--- config.mk ---
export PLATFORM = sky130hd
export DESIGN_NAME = pong_ball_engine
export DESIGN_NICKNAME = d
export VERILOG_FILES = /design/src/rtl/pong_ball_engine.sv
export SDC_FILE = /design/constraint.sdc
export NUM_CORES = 1
export LEC_CHECK = 0
export CORE_ASPECT_RATIO = 0.9
export CORE_MARGIN = 2
export CORE_UTILIZATION = 45
export CTS_BUF_LIST = sky130_fd_sc_hd__clkbuf_2 sky130_fd_sc_hd__clkbuf_4 sky130_fd_sc_hd__clkbuf_8
export DETAILED_ROUTE_END_ITERATION = 8
export GPL_TIMING_DRIVEN = 0
export PLACE_DENSITY_LB_ADDON = 0.2
export SLEW_MARGIN = 20
export SYNTH_ARGS = -nofsm -noshare
export SYNTH_HDL_FRONTEND = slang
export SYNTH_SLANG_ARGS = --single-unit
export TNS_END_PERCENT = 100
--- constraint.sdc ---
create_clock -name clk -period 4.2 [get_ports clk]
set_input_delay 0.84 -clock clk [delete_from_list [all_inputs] [get_ports clk]]
set_output_delay 0.84 -clock clk [all_outputs]
set_load 0.005 [all_outputs]
--- src/rtl/pong_ball_engine.sv ---
// -----------------------------------------------------------------------------
// pong_ball_engine
//
// Game-logic stage that sits in front of the VGA renderer. Once per frame it
// moves the ball and bounces it off the top and bottom walls and off both
// paddles. It detects misses, keeps the score, and runs the
// serve / play / game-over sequence.
//
// Ports
//   clk          pixel clock
//   rst          synchronous, active-high reset
//   frame_tick   one-cycle pulse per frame (start of vertical blanking)
//   pos_l        left paddle centre row
//   pos_r        right paddle centre row
//   start        level input; restarts the game from the game-over state
//   ball_x       ball left column (0..639)
//   ball_y       ball top row (0..479)
//   ball_visible renderer draws the ball while high
//   score_l      left player score
//   score_r      right player score
//   game_over    high while the game-over state is active
// -----------------------------------------------------------------------------
module pong_ball_engine #(
    parameter int BALL_SIZE    = 4,
    parameter int SPEED_X      = 2,
    parameter int SPEED_Y      = 1,
    parameter int PADDLE_HALF  = 20,
    parameter int SERVE_FRAMES = 60,
    parameter int WIN_SCORE    = 9
) (
    input  logic       clk,
    input  logic       rst,
    input  logic       frame_tick,
    input  logic [8:0] pos_l,
    input  logic [8:0] pos_r,
    input  logic       start,
    output logic [9:0] ball_x,
    output logic [8:0] ball_y,
    output logic       ball_visible,
    output logic [3:0] score_l,
    output logic [3:0] score_r,
    output logic       game_over
);

    localparam int CNT_W = (SERVE_FRAMES > 1) ? $clog2(SERVE_FRAMES) : 1;

    localparam logic [9:0]       CENTRE_X   = 10'd318;
    localparam logic [8:0]       CENTRE_Y   = 9'd238;
    localparam logic [CNT_W-1:0] SERVE_LOAD = CNT_W'(SERVE_FRAMES - 1);

    // Direction encodings: dx=1 means moving right, dy=1 means moving down.
    localparam logic DIR_RIGHT = 1'b1;
    localparam logic DIR_LEFT  = 1'b0;
    localparam logic DIR_DOWN  = 1'b1;
    localparam logic DIR_UP    = 1'b0;

    typedef enum logic [1:0] {
        SERVE = 2'd0,
        PLAY  = 2'd1,
        OVER  = 2'd2
    } state_t;

    state_t           state;
    logic             dx;
    logic             dy;
    logic             serve_dy;
    logic [CNT_W-1:0] serve_cnt;

    // 11-bit views of the position so that sums and differences never wrap.
    logic [10:0] x_ext;
    logic [10:0] y_ext;
    assign x_ext = {1'b0, ball_x};
    assign y_ext = {2'b00, ball_y};

    // The ball rows y..y+BALL_SIZE-1 overlap the paddle rows
    // p-(PADDLE_HALF-1)..p+(PADDLE_HALF-1). The lower bound is moved to the
    // ball side so that small paddle positions cannot underflow.
    function automatic logic overlap(input logic [10:0] y, input logic [8:0] p);
        logic [10:0] p_ext;
        p_ext = {2'b00, p};
        return (y + 11'(BALL_SIZE - 1 + PADDLE_HALF - 1) >= p_ext) &&
               (y <= p_ext + 11'(PADDLE_HALF - 1));
    endfunction

    // ---------------------------------------------------------------------
    // Vertical candidate: wall reflection is folded into the same step.
    // ---------------------------------------------------------------------
    logic [8:0] y_next;
    logic       dy_next;

    always_comb begin
        // NOTE: every output of this block gets a default first, so no path
        // leaves a value unassigned and no latch is inferred.
        y_next  = ball_y;
        dy_next = dy;
        if (dy == DIR_DOWN) begin
            if (y_ext + 11'(SPEED_Y) >= 11'(480 - BALL_SIZE)) begin
                y_next  = 9'(480 - BALL_SIZE);
                dy_next = DIR_UP;
            end else begin
                y_next = ball_y + 9'(SPEED_Y);
            end
        end else begin
            if (y_ext <= 11'(SPEED_Y)) begin
                y_next  = 9'd0;
                dy_next = DIR_DOWN;
            end else begin
                y_next = ball_y - 9'(SPEED_Y);
            end
        end
    end

    // ---------------------------------------------------------------------
    // Horizontal candidate: paddle hits take priority over misses.
    // The left paddle face is column 15, the right paddle face is column 625.
    // ---------------------------------------------------------------------
    logic       hit_l;
    logic       hit_r;
    logic       miss_l;   // ball left the field on the left: right player scores
    logic       miss_r;   // ball left the field on the right: left player scores
    logic [9:0] x_next;
    logic       dx_next;

    assign hit_l  = (dx == DIR_LEFT) &&
                    (x_ext >= 11'd16) &&
                    (x_ext - 11'(SPEED_X) <= 11'd15) &&
                    overlap(y_ext, pos_l);
    assign miss_l = (dx == DIR_LEFT) && !hit_l && (x_ext <= 11'(SPEED_X));

    assign hit_r  = (dx == DIR_RIGHT) &&
                    (x_ext + 11'(BALL_SIZE - 1) <= 11'd624) &&
                    (x_ext + 11'(SPEED_X + BALL_SIZE - 1) >= 11'd625) &&
                    overlap(y_ext, pos_r);
    assign miss_r = (dx == DIR_RIGHT) && !hit_r &&
                    (x_ext + 11'(SPEED_X) >= 11'(640 - BALL_SIZE));

    always_comb begin
        x_next  = (dx == DIR_RIGHT) ? ball_x + 10'(SPEED_X) : ball_x - 10'(SPEED_X);
        dx_next = dx;
        if (hit_l) begin
            x_next  = 10'd16;
            dx_next = DIR_RIGHT;
        end else if (hit_r) begin
            x_next  = 10'(625 - BALL_SIZE);
            dx_next = DIR_LEFT;
        end
    end

    logic [3:0] score_l_inc;
    logic [3:0] score_r_inc;
    assign score_l_inc = score_l + 4'd1;
    assign score_r_inc = score_r + 4'd1;

    // ---------------------------------------------------------------------
    // State machine and all registered outputs.
    // ---------------------------------------------------------------------
    // NOTE: sequential state uses non-blocking assignments only, so every
    // register samples values from before the edge regardless of order.
    always_ff @(posedge clk) begin
        // NOTE: reset is sampled on the clock edge, so rst is just another
        // synchronous input and takes priority over all game logic.
        if (rst) begin
            state        <= SERVE;
            ball_x       <= CENTRE_X;
            ball_y       <= CENTRE_Y;
            dx           <= DIR_RIGHT;
            dy           <= DIR_DOWN;
            serve_dy     <= DIR_DOWN;
            serve_cnt    <= SERVE_LOAD;
            score_l      <= 4'd0;
            score_r      <= 4'd0;
            ball_visible <= 1'b1;
            game_over    <= 1'b0;
        end else begin
            case (state)
                SERVE: begin
                    if (frame_tick) begin
                        if (serve_cnt == '0) begin
                            state <= PLAY;
                        end else begin
                            serve_cnt <= serve_cnt - 1'b1;
                        end
                    end
                end

                PLAY: begin
                    if (frame_tick) begin
                        if (miss_l || miss_r) begin
                            // The vertical candidate is dropped on a point.
                            if (miss_r) begin
                                score_l <= score_l_inc;
                            end else begin
                                score_r <= score_r_inc;
                            end
                            if ((miss_r && score_l_inc == 4'(WIN_SCORE)) ||
                                (miss_l && score_r_inc == 4'(WIN_SCORE))) begin
                                // Ball stays where it was, hidden.
                                state        <= OVER;
                                ball_visible <= 1'b0;
                                game_over    <= 1'b1;
                            end else begin
                                // Serve toward the player who conceded.
                                state     <= SERVE;
                                ball_x    <= CENTRE_X;
                                ball_y    <= CENTRE_Y;
                                dx        <= miss_r ? DIR_RIGHT : DIR_LEFT;
                                dy        <= serve_dy;
                                serve_dy  <= ~serve_dy;
                                serve_cnt <= SERVE_LOAD;
                            end
                        end else begin
                            ball_x <= x_next;
                            dx     <= dx_next;
                            ball_y <= y_next;
                            dy     <= dy_next;
                        end
                    end
                end

                OVER: begin
                    // frame_tick is ignored here; only start leaves this state.
                    if (start) begin
                        state        <= SERVE;
                        ball_x       <= CENTRE_X;
                        ball_y       <= CENTRE_Y;
                        dx           <= DIR_RIGHT;
                        dy           <= DIR_DOWN;
                        serve_cnt    <= SERVE_LOAD;
                        score_l      <= 4'd0;
                        score_r      <= 4'd0;
                        ball_visible <= 1'b1;
                        game_over    <= 1'b0;
                    end
                end

                default: begin
                    state <= SERVE;
                end
            endcase
        end
    end

endmodule

==> run_1/m2.png <==
Bar = 20 microns.
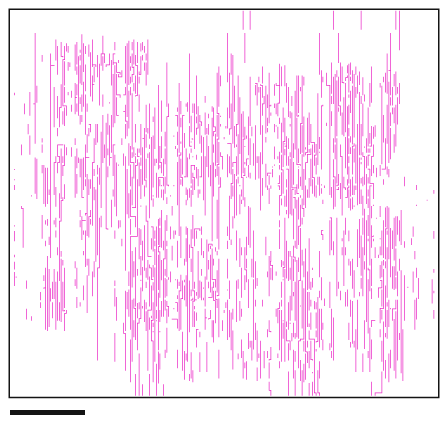
676 nets have wire on it. The longest straight run is 54.1 microns.

==> run_1/layers.png <==
Two of the layers only.
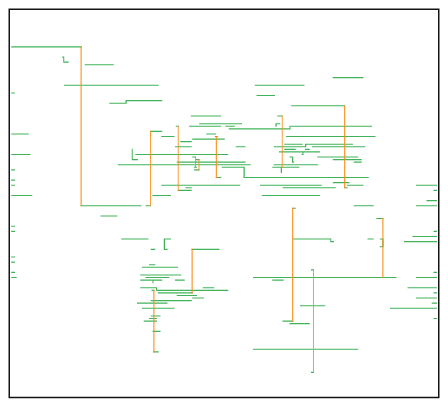
Orange is M4, wire length 231 microns. Green is M3, wire length 883 microns.

==> reports/qor.json, run 1 <==
{
  "setup_path": {
    "cp.depth": 13,
    "cp_data_required_time_ps": 4380,
    "critical-path-top-delay-family": "AND-OR/OR-AND gates",
    "path_class": "reg2reg",
    "timing.critical_path.buf_inv": 3,
    "worst_r2r_endpoint": "serve_cnt[5]"
  },
  "layout": {
    "final_layout_size_suffix_gt1_share_pct": 10.37,
    "layout_top_cells": "59 x sky130_fd_sc_hd__ha_1, 55 x sky130_fd_sc_hd__inv_1, 44 x sky130_fd_sc_hd__clkdlybuf4s50_1",
    "layout_top_cell": "sky130_fd_sc_hd__ha_1",
    "n_clock_buffer": 5,
    "design.final.nets": 788,
    "num-fill-cells": 1000,
    "register_area_sq_um": 803.3,
    "final-comb-area_sq_um": 3876,
    "final_design_area_no_fill_sq_um": 5809,
    "comb.multi_input.count": 517,
    "finalCoreUtilization_pct": 55.97,
    "seq_area_share_pct": 13.83,
    "top_area_cell_class": "multi-input combinational cells"
  },
  "floorplan": {
    "chip_area_sq_um": 11650,
    "fp.coreArea_sq_um": 10380,
    "n_tap_cell": 129,
    "fp_util_pct": 46.82
  },
  "timing": {
    "finalWorstPathRequiredPeriod_ps": 4097,
    "final-max-slew-violation-count": 0,
    "timing.slew.headroom_pct": 50.40,
    "setup_tns_final_ps": 0,
    "final_hold_viol_count": 0
  },
  "worst_hold_path": {
    "hold_path_depth": 1,
    "end_point_of_the_most_critical_hold_path": "ball_visible",
    "holdCritStartpoint": "ball_visible"
  },
  "global_routing": {
    "global_route.overflow_total": 0,
    "grt_antenna_before_repair": 0,
    "grt_max_degree": 13,
    "grt_pass1_vias": 4965,
    "first_pass_grt_wire_length_microns": 23810
  },
  "yosys": {
    "muxShareOfSynthArea_pct": 1.674,
    "area_share_top_type_pct": 16.48,
    "synth_top_flop_cell": "sky130_fd_sc_hd__dfxtp_1",
    "syn_area_per_cell_sq_um": 7.546,
    "synth-area-yosys_sq_um": 4860,
    "synthSimpleGateAreaFrac_pct": 25.77,
    "synth_compound_gate_area_share_pct": 27.16,
    "postSynthRegisterBits": 40,
    "yosysSeqAreaShare_pct": 16.48,
    "topCombFamilyByArea": "AND-OR/OR-AND gates",
    "ys_sh_xor_pct": 5.767
  },
  "clocking": {
    "post_cts.repair.setup_buffers": 5,
    "cts.root.buffer_cell": "sky130_fd_sc_hd__clkbuf_8",
    "cts-resized-gates": 32,
    "tritoncts_clock_tree": "yes",
    "cts_max_level": 2
  },
  "pwr": {
    "max-vdd-ir-drop_mv": 0.1996
  },
  "detailed_routing": {
    "post-route-drc-count": 0,
    "vias_after_detailed_routing": 5192,
    "drt-pass1-iter-count": 6,
    "routed_wl_microns": 14720
  },
  "outcome": {
    "status": "completed"
  },
  "placed_design": {
    "dp.cells": 822,
    "place.gp.congestion": 0.9460,
    "place_ws_ps": -1183,
    "port-buffer-count": 49
  },
  "job": {
    "cap_viol_max_count": 0
  }
}
==> run_1/placed.png <==
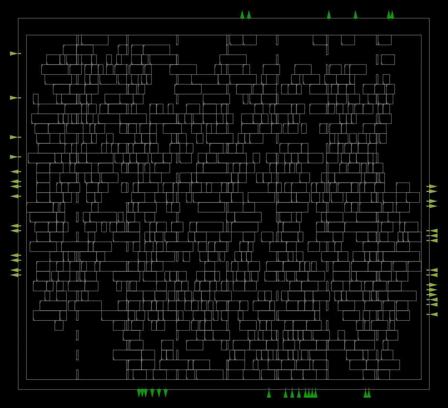
Row Count: 35
number of flip-flops and latches: 40

==> run_1/port_trees.png <==
Bar = 20 microns.
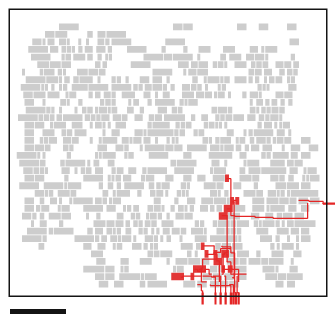
Red is pos_l, direction input, edge 8 bottom, 1 right, end cells 18, buffers 9, wire 283 microns.

## run 1: metal layers
| metal | vias up | GRT usage, % | part of all wire [%] |
|---|---|---|---|
| met1 | 2454 | 33.57 | 47 |
| met4 | 0 | 8.255 | 1.6 |
| met5 | - | 0 | 0 |
| li1 | 2495 | - | - |
| met2 | 217 | 41.64 | 46 |
| met3 | 26 | 2.763 | 6.0 |
## run 1: power by group
| part | internal, uW | total [uW] | switching [uW] |
|---|---|---|---|
| clock network | 113 | 252 | 140 |
| registers | 384 | 392 | 8.03 |
| logic | 98.5 | 207 | 108 |
## run 1: state kept, by name, summed over array words and instances, names as in the netlist
register	flops
dx	1
score_l	4
serve_dy	1
game_over	1
state	2
ball_visible	1
score_r	4
ball_x	10
dy	1
ball_y	9
serve_cnt	6
==> run 2: changes to the inputs <==
Settings changed: CORE_UTILIZATION 45 to 50.
==> run_2/port_trees.png <==
Bar = 20 microns.
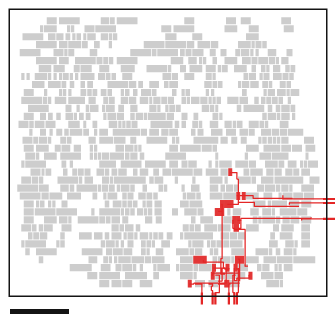
Red is pos_l, direction input, edge 6 bottom, 3 right, end cells 18, buffers 9, wire 292 microns.

==> run_2/ff_map.png <==
Other sequential cells in the stronger grey, the rest of the logic in the fainter grey.
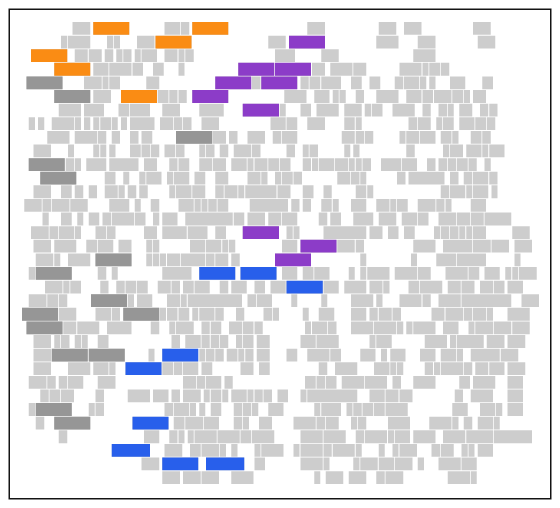
Blue is ball_y, flops 9. Orange is serve_cnt, flops 6, where upper left. Purple is ball_x, flops 10, where top centre.
Another 15 sequential cells are not coloured.

==> run 2 against run 1 <==
Power up 8.2%. Critical path type is now in2reg. Largest cell class unchanged. Highest routed layer unchanged. Largest power group unchanged. First-iteration DRC count shrank 2.9%. Non-clock buffer count is 4 higher. Area after synthesis stayed put. Final cell count increased by 0.24%. Clock power up 29%.
==> reports/qor.json, run 2 <==
{
  "yosys": {
    "muxShareOfSynthArea_pct": 1.674,
    "synth_top_flop_cell": "sky130_fd_sc_hd__dfxtp_1",
    "synth-cells-yosys": 644,
    "synthSimpleGateAreaFrac_pct": 25.77,
    "synth.yosys.warnings": 0,
    "synth_compound_gate_area_share_pct": 27.16,
    "post_synth_instance_area_sq_um": 4860,
    "cell_types_with_the_largest_area_share_after_synthesis": "sky130_fd_sc_hd__dfxtp_1 16%, sky130_fd_sc_hd__ha_1 16%, sky130_fd_sc_hd__xnor2_1 4.3%",
    "netlist_top_cells_count": "62 x sky130_fd_sc_hd__ha_1, 55 x sky130_fd_sc_hd__inv_1, 42 x sky130_fd_sc_hd__nor2_1, 40 x sky130_fd_sc_hd__dfxtp_1, 40 x sky130_fd_sc_hd__o21ai_0",
    "syn_area_per_cell_sq_um": 7.546,
    "area_share_top_type_pct": 16.48,
    "synth.distinct_cells": 82,
    "yosysMostFrequentCell": "sky130_fd_sc_hd__ha_1",
    "ys_sh_xor_pct": 5.767,
    "synth_async_sr_flop_share_pct": 0,
    "yosysSeqAreaShare_pct": 16.48,
    "postSynthRegisterBits": 40,
    "topCombFamilyByArea": "AND-OR/OR-AND gates",
    "count_of_library_flops_with_an_enable_pin": 0,
    "synth.largest_area_cell": "sky130_fd_sc_hd__dfxtp_1",
    "gate_count_after_technology_mapping": 644,
    "synthesis.nets": 728,
    "synth-area-yosys_sq_um": 4860,
    "synthAdderAreaFrac_pct": 15.96
  },
  "timing": {
    "final-max-slew-violation-count": 0,
    "setup_tns_final_ps": 0,
    "timing.slew.headroom_pct": 47.78,
    "post-route-worst-setup-slack_ps": 118.5,
    "setup_viol": 0,
    "finalWorstPathRequiredPeriod_ps": 4081,
    "holdWs_ps": 480.3,
    "final_hold_viol_count": 0,
    "final.setup_skew_ps": 5.294,
    "finalClockPeriodUsage_pct": 97.18,
    "fmax_mhz": 245.0,
    "slew_of_the_pin_with_the_lowest_slew_margin_ps": 777.3
  },
  "layout": {
    "layout_top_cells": "60 x sky130_fd_sc_hd__ha_1, 55 x sky130_fd_sc_hd__inv_1, 44 x sky130_fd_sc_hd__clkdlybuf4s50_1",
    "areaGrowthSynthToFinish_pct": 20.29,
    "num_antenna_cells": 0,
    "design.final.nets": 792,
    "layout_top_cell": "sky130_fd_sc_hd__ha_1",
    "final_design_area_no_fill_sq_um": 5846,
    "largest_register_ffs": 10,
    "finalCoreUtilization_pct": 61.07,
    "layout_top_registers": "ball_x: 10 flops, ball_y: 9 flops, serve_cnt: 6 flops",
    "largest-register": "ball_x",
    "final_layout_size_suffix_gt1_share_pct": 10.72
  },
  "detailed_routing": {
    "detail_route.wl_per_cell_microns": 17.06,
    "drt-pass1-iter-count": 7,
    "vias_per_cell": 6.102,
    "post-route-drc-count": 0,
    "vias_after_detailed_routing": 5095,
    "first_iter_violations": 404,
    "routed_wl_microns": 14240,
    "drtAntennaViolNets": 0
  },
  "clocking": {
    "cts-resized-gates": 30,
    "clock_path_buffers": 2,
    "tritoncts_clock_tree": "yes",
    "cts.root.buffer_cell": "sky130_fd_sc_hd__clkbuf_8",
    "clock_insertion_delay_at_the_later_pin_of_the_skew_report_ps": 290,
    "tritoncts_buffers": 5,
    "post_cts.repair.setup_buffers": 7,
    "postCtsHoldBufs": 0,
    "clock_sink_count": 40,
    "cts_max_level": 2,
    "clock_pin_transition_on_the_worst_setup_and_hold_timing_paths_ps": 80
  },
  "pwr": {
    "power_per_cell_area_nw_per_um2": 157.5,
    "max-vdd-ir-drop_mv": 0.1427,
    "overall_power_after_layout_uw": 920.8,
    "p_leak_uw": 0.002424
  },
  "outcome": {
    "status": "completed"
  },
  "setup_path": {
    "critical-path-top-delay-family": "simple AND/OR/NAND/NOR gates",
    "path_class": "in2reg",
    "max_stage_delay_ps": 630,
    "critical_path.most_common_cell": "sky130_fd_sc_hd__buf_4",
    "cp_data_required_time_ps": 4360,
    "endpoint_kind": "flop",
    "worst_r2r_endpoint": "serve_cnt[4]",
    "reg2reg_setup_slack_ps": 320,
    "critPathLaunch": "pos_r[5]",
    "cp.depth": 16,
    "path_cells": "clkdlybuf4s50_1 -> inv_1 -> or3_4 -> xnor2_2 -> ha_1 -> buf_4 -> o21a_1 -> o21ai_0 -> nand2b_1 -> o311ai_2 -> o211ai_1 -> buf_4 -> o211a_4 -> or4b_2 -> o21ai_1 -> a22oi_1",
    "timing.critical_path.to": "ball_x[3]",
    "timing.critical_path.buf_inv": 4,
    "worstPathArrival_ps": 4240,
    "setup.worst_path.start_class": "input pin",
    "timing.critical_path.slowest_stage_cell": "sky130_fd_sc_hd__or4b_2",
    "rr_worst_depth": 13,
    "worst-path-max-fanout": 5,
    "worstReg2RegStart": "ball_x[1]"
  },
  "worst_hold_path": {
    "worst_hold_path_type": "reg2reg",
    "holdCritStartpoint": "ball_visible",
    "hold_path_depth": 1,
    "end_point_of_the_most_critical_hold_path": "ball_visible"
  },
  "placed_design": {
    "place_ws_ps": -1153,
    "detailedPlacementHpwl_microns": 11000,
    "dpl-instance-area_sq_um": 5515,
    "port-buffer-count": 49,
    "place.gp.congestion": 0.9696,
    "dp.cells": 819
  },
  "global_routing": {
    "total_routing_resource_utilization_after_global_routing_pct": 26.92,
    "grt_max_degree": 13,
    "global_route.overflow_total": 0,
    "first_pass_grt_wire_length_microns": 23420,
    "grt_antenna_before_repair": 0,
    "grt_pass1_vias": 4945
  },
  "floorplan": {
    "fp.coreArea_sq_um": 9572,
    "ioPinCount": 51,
    "chip_area_sq_um": 10520,
    "chipHeight_microns": 97.53,
    "die-width_microns": 107.9,
    "fp_util_pct": 50.77
  },
  "job": {
    "cap_viol_max_count": 0,
    "warning_count": 44
  }
}
==> run_2/placed.png <==
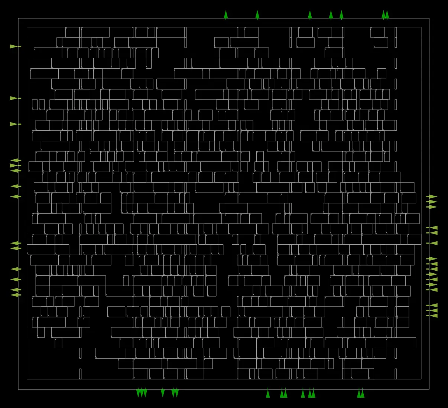
tapcells inserted: 126
Row Count: 34
fraction of area in registers: 13.74%
count of non-filler cells in the finished layout: 835
count of filler cells inserted in the layout: 841

run 2: layer usage:
metal,vias up,GRT usage [%],share of wire (%)
met2,197,43.40,46
li1,2516,-,-
met1,2363,38.09,46
met5,-,0,0
met3,19,2.817,6.7
met4,0,7.002,1.4
run 2: final cells by class:
cell class / instances / area (sq um)
Multi-Input combinational cell: 517 / 3869
Clock buffer: 6 / 76.32
Inverter: 55 / 206.4
Buffer: 31 / 146.4
Fill cell: 841 / 3726
Timing Repair Buffer: 58 / 551.8
Clock inverter: 2 / 35.03
Tap cell: 126 / 157.7
Sequential cell: 40 / 803.3
run 2: power breakdown:
part           switching, uW  leakage [uW]  total, uW  internal (uW)
registers               7.15      0.000323        391            384
clock network            142     0.0000586        325            183
logic                    108       0.00204        205           97.3
total                    256       0.00242        921            664
==> run 3: changes to the inputs <==
Settings changed: DONT_BUFFER_PORTS set to 1, PLACE_DENSITY set to 0.68, PLACE_DENSITY_LB_ADDON 0.2 to unset.
==> run_3/port_trees.png <==
Bar = 20 microns.
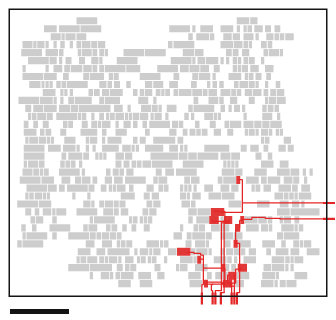
Red is pos_l, direction input, edge 7 bottom, 2 right, end cells 18, buffers 0, wire 255 microns.

==> run_3/layers.png <==
Two of the layers only.
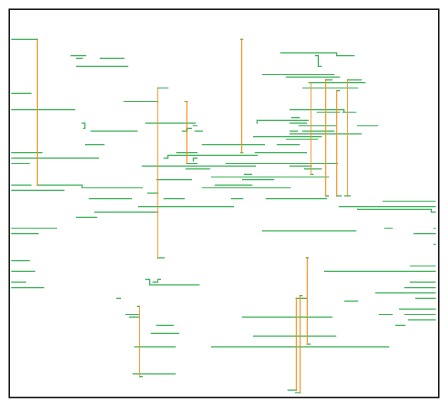
Orange is M4, wire length 319 microns. Green is M3, wire length 1060 microns.

==> run 3 against run 2 <==
Clock skew down 0.67 ps. Sequential share of layout area up 1.5 points. Clock power down 2%. Combinational power down about 20%. Largest power group unchanged. Power down 5.1%. Final cell count down 6.5%. Sequential cell count unchanged. Via count down 1.5%. First-iteration DRC count down 9.2%. Global-route usage down 0.36 points. Sequential power about the same. Highest routed layer unchanged. Largest cell class unchanged.
==> reports/qor.json, run 3 <==
{
  "yosys": {
    "gate_count_after_technology_mapping": 644,
    "synth_compound_gate_area_share_pct": 27.16,
    "yosysSeqAreaShare_pct": 16.48,
    "ys_sh_xor_pct": 5.767,
    "area_share_top_type_pct": 16.48,
    "topCombFamilyByArea": "AND-OR/OR-AND gates",
    "synth.distinct_cells": 82,
    "syn_area_per_cell_sq_um": 7.546,
    "synth_top_flop_cell": "sky130_fd_sc_hd__dfxtp_1",
    "synth.yosys.warnings": 0,
    "postSynthRegisterBits": 40,
    "netlist_top_cells_count": "62 x sky130_fd_sc_hd__ha_1, 55 x sky130_fd_sc_hd__inv_1, 42 x sky130_fd_sc_hd__nor2_1, 40 x sky130_fd_sc_hd__dfxtp_1, 40 x sky130_fd_sc_hd__o21ai_0",
    "synth-cells-yosys": 644,
    "synthSimpleGateAreaFrac_pct": 25.77,
    "synth.largest_area_cell": "sky130_fd_sc_hd__dfxtp_1"
  },
  "job": {
    "warning_count": 44,
    "cap_viol_max_count": 0
  },
  "outcome": {
    "status": "completed"
  },
  "pwr": {
    "netSwitchingPower_uw": 242.7,
    "pg_seq_uw": 392,
    "power.share.switching_pct": 27.76,
    "max-vdd-ir-drop_mv": 0.1992,
    "power_per_cell_area_nw_per_um2": 165.8,
    "design_internal_power_uw": 631.5,
    "clock_power_share_pct": 36.5,
    "pg_clk_uw": 319,
    "p_leak_uw": 0.002191,
    "power.combinational.total_uw": 163
  },
  "timing": {
    "final_hold_viol_count": 0,
    "holdWs_ps": 490.5,
    "final-max-slew-violation-count": 0,
    "final.setup_skew_ps": 4.624,
    "slew_of_the_pin_with_the_lowest_slew_margin_ps": 873.0,
    "finalWorstPathRequiredPeriod_ps": 4012
  },
  "layout": {
    "final_layout_size_suffix_gt1_share_pct": 9.771,
    "final_design_area_no_fill_sq_um": 5273,
    "design.final.nets": 738,
    "largest_register_ffs": 10,
    "areaGrowthSynthToFinish_pct": 8.496,
    "layout_top_cell": "sky130_fd_sc_hd__ha_1",
    "num_antenna_cells": 0
  },
  "setup_path": {
    "worst-path-max-fanout": 10,
    "path_cells": "inv_1 -> ha_1 -> a21oi_1 -> and2_1 -> o21ai_0 -> a2111oi_1 -> a211o_1 -> o211a_4 -> o21ai_4 -> or3_1 -> buf_6 -> o32a_1",
    "critical-path-top-delay-family": "AND-OR/OR-AND gates",
    "cp.depth": 12,
    "worstPathArrival_ps": 4200,
    "max_stage_delay_ps": 670,
    "timing.critical_path.to": "serve_cnt[5]"
  },
  "floorplan": {
    "chipHeight_microns": 97.53,
    "ioPinCount": 51,
    "row_count": 34
  },
  "worst_hold_path": {
    "holdCritStartpoint": "serve_dy",
    "hold_path_depth": 2,
    "worst_hold_path_type": "reg2reg"
  },
  "detailed_routing": {
    "routed_wl_microns": 14100,
    "drt-pass1-iter-count": 6,
    "detail_route.wl_per_cell_microns": 18.06,
    "first_iter_violations": 367,
    "wl_met2_microns": 6287
  },
  "clocking": {
    "clock_pin_transition_on_the_worst_setup_and_hold_timing_paths_ps": 80,
    "clock_path_buffers": 2,
    "tritoncts_clock_tree": "yes",
    "cts-resized-gates": 7,
    "cts_max_level": 2,
    "clock_insertion_delay_at_the_later_pin_of_the_skew_report_ps": 300,
    "post_cts.repair.setup_buffers": 2
  },
  "placed_design": {
    "port-buffer-count": 0
  },
  "global_routing": {
    "grt_pass1_vias": 4684,
    "grt_max_degree": 14,
    "first_pass_grt_wire_length_microns": 22910,
    "global_route.overflow_total": 0
  }
}
==> run_3/ff_map.png <==
Other sequential cells in the stronger grey, the rest of the logic in the fainter grey.
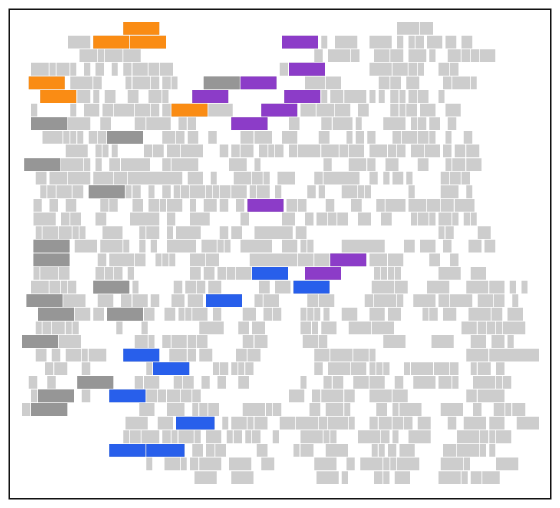
Orange is serve_cnt, flops 6, where upper left. Blue is ball_y, flops 9. Purple is ball_x, flops 10, where top centre.

## run 3: cell counts after synthesis
No cell type changed its count.
## run 3: final cells by class
type / count / area [sq um]
well taps: 126 / 157.7
inverters: 55 / 206.4
flip-flops and latches: 40 / 803.3
plain buffers: 32 / 153.9
repair buffers: 3 / 22.52
clock inverters: 3 / 42.54
fillers: 910 / 4299
clock buffers: 5 / 68.82
multi-input cells: 517 / 3817
## run 3: per-stage QoR
stage                     std cells  total power (uW)  setup slack, ps  utilization [%]
after global routing            781             918.9           -24.80            55.08
after floorplan                 644             519.5            5.474                -
after CTS                       780             870.7           0.6102            54.04
after global placement          770             546.7           -562.4            52.50
final                           781             874.2            187.7            55.08
after detailed placement        770             551.5           -580.6            52.51
No activity file was given, so power comes from the tool's default toggle rates.
